Fig. 1: cell density map
16 x 16 tiles, from white (low) to dark blue (high), 0 to 100% covered.
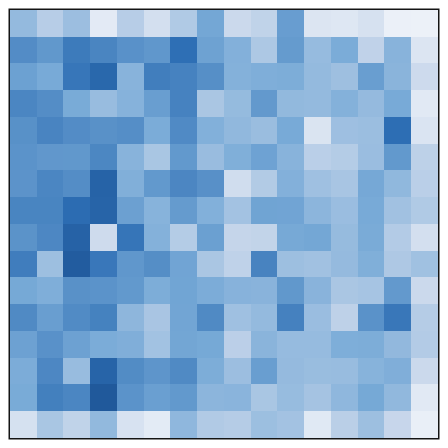
Fig. 2: metal 1
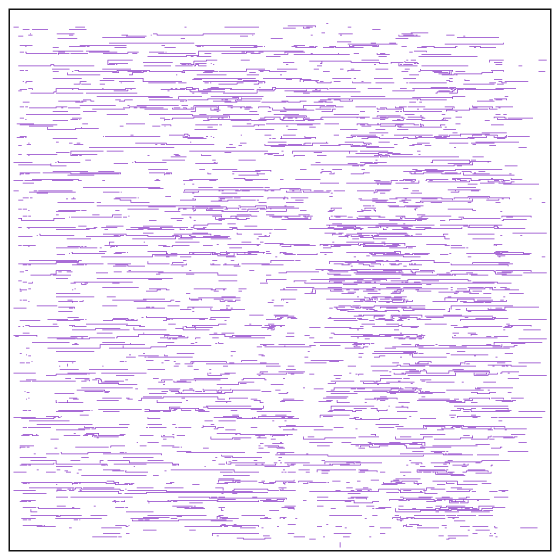
Fig. 3: signal wires on met2
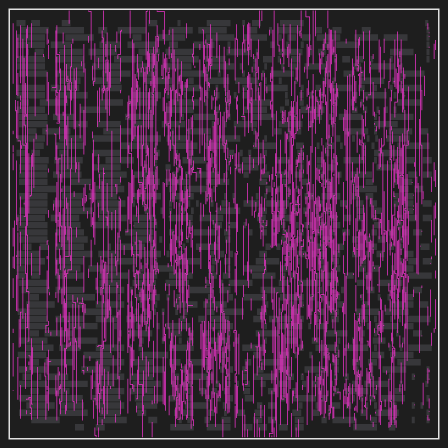
Fig. 4: sequential cells coloured by netlist name
Other sequential cells in the stronger grey, the rest of the logic in the fainter grey.
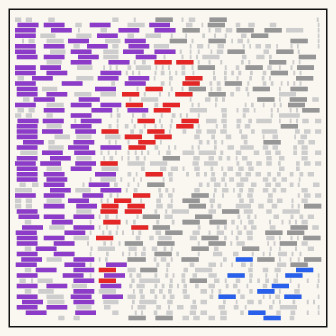
**src/rtl/vt512_pkg.sv**
```systemverilog
// Shared types and constants for the pixel unpacker.
package vt512_pkg;

  localparam int unsigned PIXEL_WIDTH     = 8;
  localparam int unsigned PIXELS_PER_WORD = 4;

  typedef enum logic [1:0] {
    StIdle   = 2'd0,
    StStream = 2'd1,
    StDone   = 2'd2
  } state_e;

endpackage

```
**src/rtl/sync_fifo.sv**
```systemverilog
// Single-clock show-ahead FIFO with full/empty flags and a synchronous flush.
module sync_fifo #(
  parameter int unsigned Width = 32,
  parameter int unsigned Depth = 4
) (
  input  logic             clk_i,
  input  logic             rst_i,
  input  logic             flush_i,
  input  logic             wr_en_i,
  input  logic [Width-1:0] wr_data_i,
  input  logic             rd_en_i,
  output logic [Width-1:0] rd_data_o,
  output logic             full_o,
  output logic             empty_o
);

  localparam int unsigned AddrW = (Depth > 1) ? $clog2(Depth) : 1;
  localparam int unsigned CntW  = $clog2(Depth + 1);
  localparam logic [AddrW-1:0] LastAddr = AddrW'(Depth - 1);
  localparam logic [CntW-1:0]  DepthCnt = CntW'(Depth);

  logic [Width-1:0] mem_q [Depth];
  logic [AddrW-1:0] wr_ptr_q, wr_ptr_d, rd_ptr_q, rd_ptr_d;
  logic [CntW-1:0]  count_q, count_d;
  logic             wr_fire, rd_fire;

  assign full_o    = (count_q == DepthCnt);
  assign empty_o   = (count_q == '0);
  assign wr_fire   = wr_en_i && !full_o && !flush_i;
  assign rd_fire   = rd_en_i && !empty_o && !flush_i;
  assign rd_data_o = mem_q[rd_ptr_q];

  always_comb begin
    wr_ptr_d = wr_ptr_q;
    rd_ptr_d = rd_ptr_q;
    count_d  = count_q;
    if (flush_i) begin
      wr_ptr_d = '0;
      rd_ptr_d = '0;
      count_d  = '0;
    end else begin
      if (wr_fire) wr_ptr_d = (wr_ptr_q == LastAddr) ? '0 : wr_ptr_q + AddrW'(1);
      if (rd_fire) rd_ptr_d = (rd_ptr_q == LastAddr) ? '0 : rd_ptr_q + AddrW'(1);
      unique case ({wr_fire, rd_fire})
        2'b10:   count_d = count_q + CntW'(1);
        2'b01:   count_d = count_q - CntW'(1);
        default: count_d = count_q;
      endcase
    end
  end

  always_ff @(posedge clk_i or posedge rst_i) begin
    if (rst_i) begin
      wr_ptr_q <= '0;
      rd_ptr_q <= '0;
      count_q  <= '0;
    end else begin
      wr_ptr_q <= wr_ptr_d;
      rd_ptr_q <= rd_ptr_d;
      count_q  <= count_d;
    end
  end

  always_ff @(posedge clk_i) begin
    if (wr_fire) mem_q[wr_ptr_q] <= wr_data_i;
  end

endmodule

```
**src/rtl/pixel_unpacker.sv**
```systemverilog
// Unpacks FIFO-buffered packed words into an N x N pixel stream with frame markers.
// Define PIXEL_UNPACKER_STATS_EN to build the completed-frame counter.
module pixel_unpacker #(
  parameter int unsigned DATA_WIDTH          = 32,
  parameter int unsigned PIXEL_WIDTH         = 8,
  parameter int unsigned MAX_IMAGE_SIZE      = 512,
  parameter int unsigned MAX_IMAGE_SIZE_LOG2 = 9,
  parameter int unsigned FIFO_DEPTH          = 4
) (
  input  logic                           wb_clk_i,
  input  logic                           wb_rst_i,
  input  logic                           size_valid_i,
  input  logic [MAX_IMAGE_SIZE_LOG2:0]   image_size_i,
  input  logic                           word_valid_i,
  input  logic [DATA_WIDTH-1:0]          word_data_i,
  output logic                           word_ready_o,
  output logic                           pix_valid_o,
  input  logic                           pix_ready_i,
  output logic [PIXEL_WIDTH-1:0]         pix_data_o,
  output logic [MAX_IMAGE_SIZE_LOG2:0]   pix_col_o,
  output logic [MAX_IMAGE_SIZE_LOG2:0]   pix_row_o,
  output logic                           sof_o,
  output logic                           eol_o,
  output logic                           eof_o,
  output logic                           frame_done_o,
  output logic                           overflow_err_o,
  output logic [15:0]                    frame_count_o
);
  import vt512_pkg::*;

  localparam int unsigned SizeW = MAX_IMAGE_SIZE_LOG2 + 1;
  localparam int unsigned Ppw   = DATA_WIDTH / PIXEL_WIDTH;
  localparam int unsigned LaneW = (Ppw > 1) ? $clog2(Ppw) : 1;
  localparam logic [SizeW-1:0] MaxSize  = SizeW'(MAX_IMAGE_SIZE);
  localparam logic [LaneW-1:0] LastLane = LaneW'(Ppw - 1);

  state_e st_q, st_d;
  logic                   size_prev_q;
  logic [SizeW-1:0]       size_q, size_d, n_last;
  logic                   size_rise, size_ok;
  logic                   fifo_wr, fifo_rd, fifo_flush, fifo_full, fifo_empty;
  logic [DATA_WIDTH-1:0]  fifo_rdata;
  logic                   upk_valid_q, upk_valid_d;
  logic [DATA_WIDTH-1:0]  upk_data_q, upk_data_d;
  logic [LaneW-1:0]       upk_lane_q, upk_lane_d;
  logic [SizeW-1:0]       gen_col_q, gen_col_d, gen_row_q, gen_row_d;
  logic                   gen_done_q, gen_done_d;
  logic                   pix_valid_q, pix_valid_d;
  logic [PIXEL_WIDTH-1:0] pix_data_q, pix_data_d;
  logic [SizeW-1:0]       pix_col_q, pix_col_d, pix_row_q, pix_row_d;
  logic                   overflow_q, overflow_d;
  logic                   out_adv, load_pix, upk_empties, pix_xfer;

  assign size_rise = size_valid_i && !size_prev_q;
  assign size_ok   = (image_size_i != '0) && (image_size_i <= MaxSize);
  assign n_last    = size_q - SizeW'(1);
  assign pix_xfer  = pix_valid_q && pix_ready_i;

  assign pix_valid_o    = pix_valid_q;
  assign pix_data_o     = pix_data_q;
  assign pix_col_o      = pix_col_q;
  assign pix_row_o      = pix_row_q;
  assign sof_o          = pix_valid_q && (pix_col_q == '0) && (pix_row_q == '0);
  assign eol_o          = pix_valid_q && (pix_col_q == n_last);
  assign eof_o          = eol_o && (pix_row_q == n_last);
  assign overflow_err_o = overflow_q;

  always_ff @(posedge wb_clk_i or posedge wb_rst_i) begin
    if (wb_rst_i) st_q <= StIdle;
    else          st_q <= st_d;
  end

  always_comb begin
    st_d = st_q;
    unique case (st_q)
      StIdle:   if (size_rise && size_ok) st_d = StStream;
      StStream: if (pix_xfer && eof_o) st_d = StDone;
      StDone:   st_d = StIdle;
      default:  st_d = StIdle;
    endcase
  end

  always_comb begin
    word_ready_o = (st_q == StStream) && !fifo_full;
    frame_done_o = (st_q == StDone);
    fifo_flush   = (st_q == StDone);
  end

  sync_fifo #(
    .Width(DATA_WIDTH),
    .Depth(FIFO_DEPTH)
  ) u_fifo (
    .clk_i    (wb_clk_i),
    .rst_i    (wb_rst_i),
    .flush_i  (fifo_flush),
    .wr_en_i  (fifo_wr),
    .wr_data_i(word_data_i),
    .rd_en_i  (fifo_rd),
    .rd_data_o(fifo_rdata),
    .full_o   (fifo_full),
    .empty_o  (fifo_empty)
  );

  // Once the eof pixel is loaded, leftover lanes of the final word are never used.
  assign out_adv     = !pix_valid_q || pix_ready_i;
  assign load_pix    = (st_q == StStream) && upk_valid_q && out_adv && !gen_done_q;
  assign upk_empties = !upk_valid_q || (load_pix && (upk_lane_q == LastLane));
  assign fifo_rd     = (st_q == StStream) && !fifo_empty && !gen_done_q && upk_empties;
  assign fifo_wr     = word_valid_i && word_ready_o;

  always_comb begin
    size_d      = (st_q == StIdle && size_rise && size_ok) ? image_size_i : size_q;
    upk_valid_d = upk_valid_q;
    upk_data_d  = upk_data_q;
    upk_lane_d  = upk_lane_q;
    gen_col_d   = gen_col_q;
    gen_row_d   = gen_row_q;
    gen_done_d  = gen_done_q;
    pix_valid_d = pix_valid_q;
    pix_data_d  = pix_data_q;
    pix_col_d   = pix_col_q;
    pix_row_d   = pix_row_q;
    overflow_d  = overflow_q | ((st_q == StStream) && word_valid_i && !word_ready_o);
    if (load_pix) begin
      upk_data_d = upk_data_q >> PIXEL_WIDTH;
      upk_lane_d = upk_lane_q + LaneW'(1);
      if (upk_lane_q == LastLane) upk_valid_d = 1'b0;
      if (gen_col_q == n_last) begin
        gen_col_d = '0;
        if (gen_row_q == n_last) gen_done_d = 1'b1;
        else                     gen_row_d  = gen_row_q + SizeW'(1);
      end else begin
        gen_col_d = gen_col_q + SizeW'(1);
      end
    end
    if (fifo_rd) begin
      upk_valid_d = 1'b1;
      upk_data_d  = fifo_rdata;
      upk_lane_d  = '0;
    end
    if (out_adv) begin
      pix_valid_d = load_pix;
      if (load_pix) begin
        pix_data_d = upk_data_q[PIXEL_WIDTH-1:0];
        pix_col_d  = gen_col_q;
        pix_row_d  = gen_row_q;
      end
    end
    if (st_q != StStream) begin
      upk_valid_d = 1'b0;
      upk_lane_d  = '0;
      gen_col_d   = '0;
      gen_row_d   = '0;
      gen_done_d  = 1'b0;
      pix_valid_d = 1'b0;
    end
  end

  always_ff @(posedge wb_clk_i or posedge wb_rst_i) begin
    if (wb_rst_i) begin
      size_prev_q <= 1'b0;
      size_q      <= '0;
      upk_valid_q <= 1'b0;
      upk_data_q  <= '0;
      upk_lane_q  <= '0;
      gen_col_q   <= '0;
      gen_row_q   <= '0;
      gen_done_q  <= 1'b0;
      pix_valid_q <= 1'b0;
      pix_data_q  <= '0;
      pix_col_q   <= '0;
      pix_row_q   <= '0;
      overflow_q  <= 1'b0;
    end else begin
      size_prev_q <= size_valid_i;
      size_q      <= size_d;
      upk_valid_q <= upk_valid_d;
      upk_data_q  <= upk_data_d;
      upk_lane_q  <= upk_lane_d;
      gen_col_q   <= gen_col_d;
      gen_row_q   <= gen_row_d;
      gen_done_q  <= gen_done_d;
      pix_valid_q <= pix_valid_d;
      pix_data_q  <= pix_data_d;
      pix_col_q   <= pix_col_d;
      pix_row_q   <= pix_row_d;
      overflow_q  <= overflow_d;
    end
  end

`ifdef PIXEL_UNPACKER_STATS_EN
  logic [15:0] frame_cnt_q;
  always_ff @(posedge wb_clk_i or posedge wb_rst_i) begin
    if (wb_rst_i)              frame_cnt_q <= '0;
    else if (st_q == StDone)   frame_cnt_q <= frame_cnt_q + 16'd1;
  end
  assign frame_count_o = frame_cnt_q;
`else
  assign frame_count_o = '0;
`endif

endmodule

```
**config.mk**
```make
export PLATFORM = sky130hd
export DESIGN_NAME = pixel_unpacker
export DESIGN_NICKNAME = d
export VERILOG_FILES = /design/src/rtl/vt512_pkg.sv /design/src/rtl/sync_fifo.sv /design/src/rtl/pixel_unpacker.sv
export SDC_FILE = /design/constraint.sdc
export NUM_CORES = 1
export LEC_CHECK = 0
export CELL_PAD_IN_SITES_DETAIL_PLACEMENT = 2
export CELL_PAD_IN_SITES_GLOBAL_PLACEMENT = 2
export CORE_MARGIN = 2
export CORE_UTILIZATION = 43
export DETAILED_ROUTE_END_ITERATION = 6
export HOLD_SLACK_MARGIN = 0.02
export PLACE_DENSITY_LB_ADDON = 0.05
export SLEW_MARGIN = 25
export SYNTH_ARGS = -nofsm -noshare
export SYNTH_HDL_FRONTEND = slang
export SYNTH_SLANG_ARGS = --single-unit
```
**constraint.sdc**
```tcl
create_clock -name wb_clk_i -period 7.9 [get_ports wb_clk_i]
set_input_delay 1.58 -clock wb_clk_i [delete_from_list [all_inputs] [get_ports wb_clk_i]]
set_output_delay 1.58 -clock wb_clk_i [all_outputs]
set_load 0.02 [all_outputs]
```
==> run_results.csv <==
group,metric,value,unit
layout,clockBufferCount,33,
sta,rsz0062_at_grt,"no",
detailed_routing,firstDrtPassIters,4,
detailed_routing,drcViolationCount,0,
sta,relSlewSlack,0.420,
layout,clk_share,0.0636,
sta,fin_crit,5.48,ns
yosys,numSynthFlops,234,
floorplanning,die-area,26000,sq um
setup_path,cpMaxStageDelayCell,"dfrtp_1",
global_route,grt_util_all_layers,0.234,
yosys,ys_seq_frac,0.610,
power,powerClk,0.00114,W
floorplanning,die_width,161,um
place,port_buffers,81,
detailed_routing,ant_nets,0,
yosys,syn_area,10600,sq um
cts,clkLatencyLatePin,0.54,ns
sta,max_freq,183,MHz
cts,cts_resized,0,
setup_path,slowest_delay,0.64,ns
yosys,synth.avg_cell_area,12.3,sq um
layout,regMostFlops,"u_fifo.mem_q",
layout,utilization,0.513,
power,peakVddDrop,0.000196,V
place,dp_slack,2.98,ns
place,place_congestion,0.890,
detailed_routing,wire_per_inst,23.0,um
power,swShare,0.355,
detailed_routing,via_count,7138,
layout,final-nonclk-buf-share,0.0723,
status,status,"finished clean",
power,p_total,0.00442,W
power,p_seq,0.00187,W
layout,area_growth,17.1,%
setup_path,crit_family,"simple AND/OR/NAND/NOR gates",
power,p_int,0.00285,W
setup_path,critPathBufInv,1,
setup_path,path_cells,"nor4_1, nand3_1, xnor2_1, or4_1, nor4_1, and3_1, clkdlybuf4s50_1",
layout,regArea,6500,sq um
yosys,edf_count,128,
cts,cts.path.max_buffers,3,
cts,cts_root_buffer,"clkbuf_16",
yosys,synth-main-ff-cell,"edfxtp_1",
floorplanning,nWellTaps,324,
global_route,grt.overflow.total,0,
place,dp.cells,1227,
layout,largest_register_ff_count,128,
cts,clkTransAtPathRegs,0.06,ns
power,pwr-share-comb,0.319,
min_path,min_path_type,"flip-flop to flip-flop",
global_route,grt_max_degree,68,
layout,final-comb-area,3810,sq um
layout,largestClassByArea,"registers",
setup_path,worstPathRequired,6.32,ns
power,leakagePower,4.80,nW
layout,num-nonclk-buffers,93,
layout,top_regs,"u_fifo.mem_q: 128 flops, upk_data_q: 32 flops",
setup_path,cp_max_fo,16,
layout,fillers,2308,
cts,postCtsSetupRepairBufs,0,
cts,cts_made_buffers,25,
layout,seq_share,0.521,
detailed_routing,drt_iter0_markers,318,
global_route,antenna_found_initial,0,
global_route,grt_pass1_wl,47.7,mm
-- Fig. 1 (at the start) --
The mean over all tiles is 46%. The densest ninth of the die: middle left. The fullest tile reaches 83%. 3.5% of the tiles are over 75% full.

-- Fig. 2 (at the start) --
The longest straight run is 56.6 um. 919 nets have wire on it. The wires run mostly horizontal. The layer holds 41% of the routed length. The layer carries 11800 um of wire.

-- Fig. 3 (at the start) --
The layer carries 15500 um of wire. The longest straight run is 84.0 um. The layer holds 53% of the routed length. 909 nets have wire on it.

-- Fig. 4 (at the start) --
Blue shows gen_row_q, sequential cells 10, where lower right. Purple shows u_fifo.mem_q, sequential cells 128. Red shows upk_data_q, sequential cells 32.

-- routing by layer --
layer | up-vias | track usage | share of wire
li1 | 3226 | - | -
met4 | 0 | 0.0690 | 0.030
met2 | 154 | 0.429 | 0.53
met5 | - | 0 | 0
met3 | 63 | 0.0336 | 0.034
met1 | 3695 | 0.287 | 0.41
-- synthesized netlist by cell type, types with 3 or more instances --
cell | count | area share
dfrtp_1 | 106 | 0.25
a21oi_1 | 18 | 0.0085
nor4_1 | 15 | 0.0088
buf_1 | 6 | 0.0021
xor2_1 | 16 | 0.013
ha_1 | 9 | 0.011
a31oi_1 | 26 | 0.015
nand4_1 | 11 | 0.0065
xnor3_1 | 3 | 0.0063
clkbuf_1 | 44 | 0.016
nor3_1 | 12 | 0.0056
o31ai_1 | 9 | 0.0063
a21o_1 | 3 | 0.0021
mux2_2 | 5 | 0.0053
and2_1 | 6 | 0.0035
inv_1 | 15 | 0.0053
nand2_1 | 175 | 0.062
xnor2_1 | 28 | 0.023
nand3_1 | 26 | 0.012
o21ai_0 | 20 | 0.0094
nand2b_1 | 9 | 0.0053
edfxtp_1 | 128 | 0.36
buf_4 | 17 | 0.012
buf_2 | 4 | 0.0019
nor2_1 | 48 | 0.017
mux4_2 | 32 | 0.068
and3_1 | 8 | 0.0047
mux2i_1 | 4 | 0.0038
or4_1 | 6 | 0.0042
a22o_1 | 5 | 0.0041
nand3b_1 | 4 | 0.0028
-- layout by cell type, fill, tap and decap left out, types with 3 or more instances in the layout --
cell,Yosys,final
nor2_1,48,47
xor2_1,16,16
mux2i_1,4,4
mux2_2,5,5
clkinv_1,0,6
clkdlybuf4s50_1,0,81
mux4_2,32,32
xnor2_1,28,28
nand3_1,26,25
buf_4,17,12
nand4_1,11,11
a21oi_1,18,18
ha_1,9,9
and2_1,6,6
clkbuf_8,0,3
edfxtp_1,128,128
nand3b_1,4,4
or4_1,6,6
a31oi_1,26,26
a21o_1,3,3
dfrtp_1,106,104
nand2b_1,9,9
o31ai_1,9,9
clkbuf_1,44,5
nor4_1,15,14
nor3_1,12,12
clkbuf_16,0,25
nand2_1,175,175
inv_1,15,14
and3_1,8,8
a22o_1,5,5
xnor3_1,3,3
o21ai_0,20,20
conb_1,1,16
-- kinds of logic (layout without fill, tap and decap cells) --
kind of cell | Yosys count | in the layout | share of synthesized area
buffers and inverters | 88 | 151 | 0.0389
AND-OR/OR-AND | 108 | 108 | 0.0676
flip-flops | 234 | 234 | 0.610
AND/OR/NAND/NOR | 339 | 339 | 0.151
adder cells (fa/ha/maj) | 10 | 10 | 0.0125
multiplexers | 41 | 41 | 0.0768
other | 1 | 16 | 0.000352
XOR/XNOR | 47 | 47 | 0.0425
-- path summary, 6_finish.rpt --
check                                    start                  to  slack (ns)  depth (start not counted)
worst max-delay path                 size_q[5]               eof_o        2.42                          7
worst max register to register       size_q[0]        gen_row_q[7]        4.30                         10
max in group asynchronous             wb_rst_i  u_fifo.rd_ptr_q[0]        5.18                          3
worst min-delay path            overflow_err_o      overflow_err_o        0.48                          1
worst min register to register  overflow_err_o      overflow_err_o        0.48                          1
min in group asynchronous             wb_rst_i           size_q[8]        1.49                          2
Power and IR drop assume default switching activity.
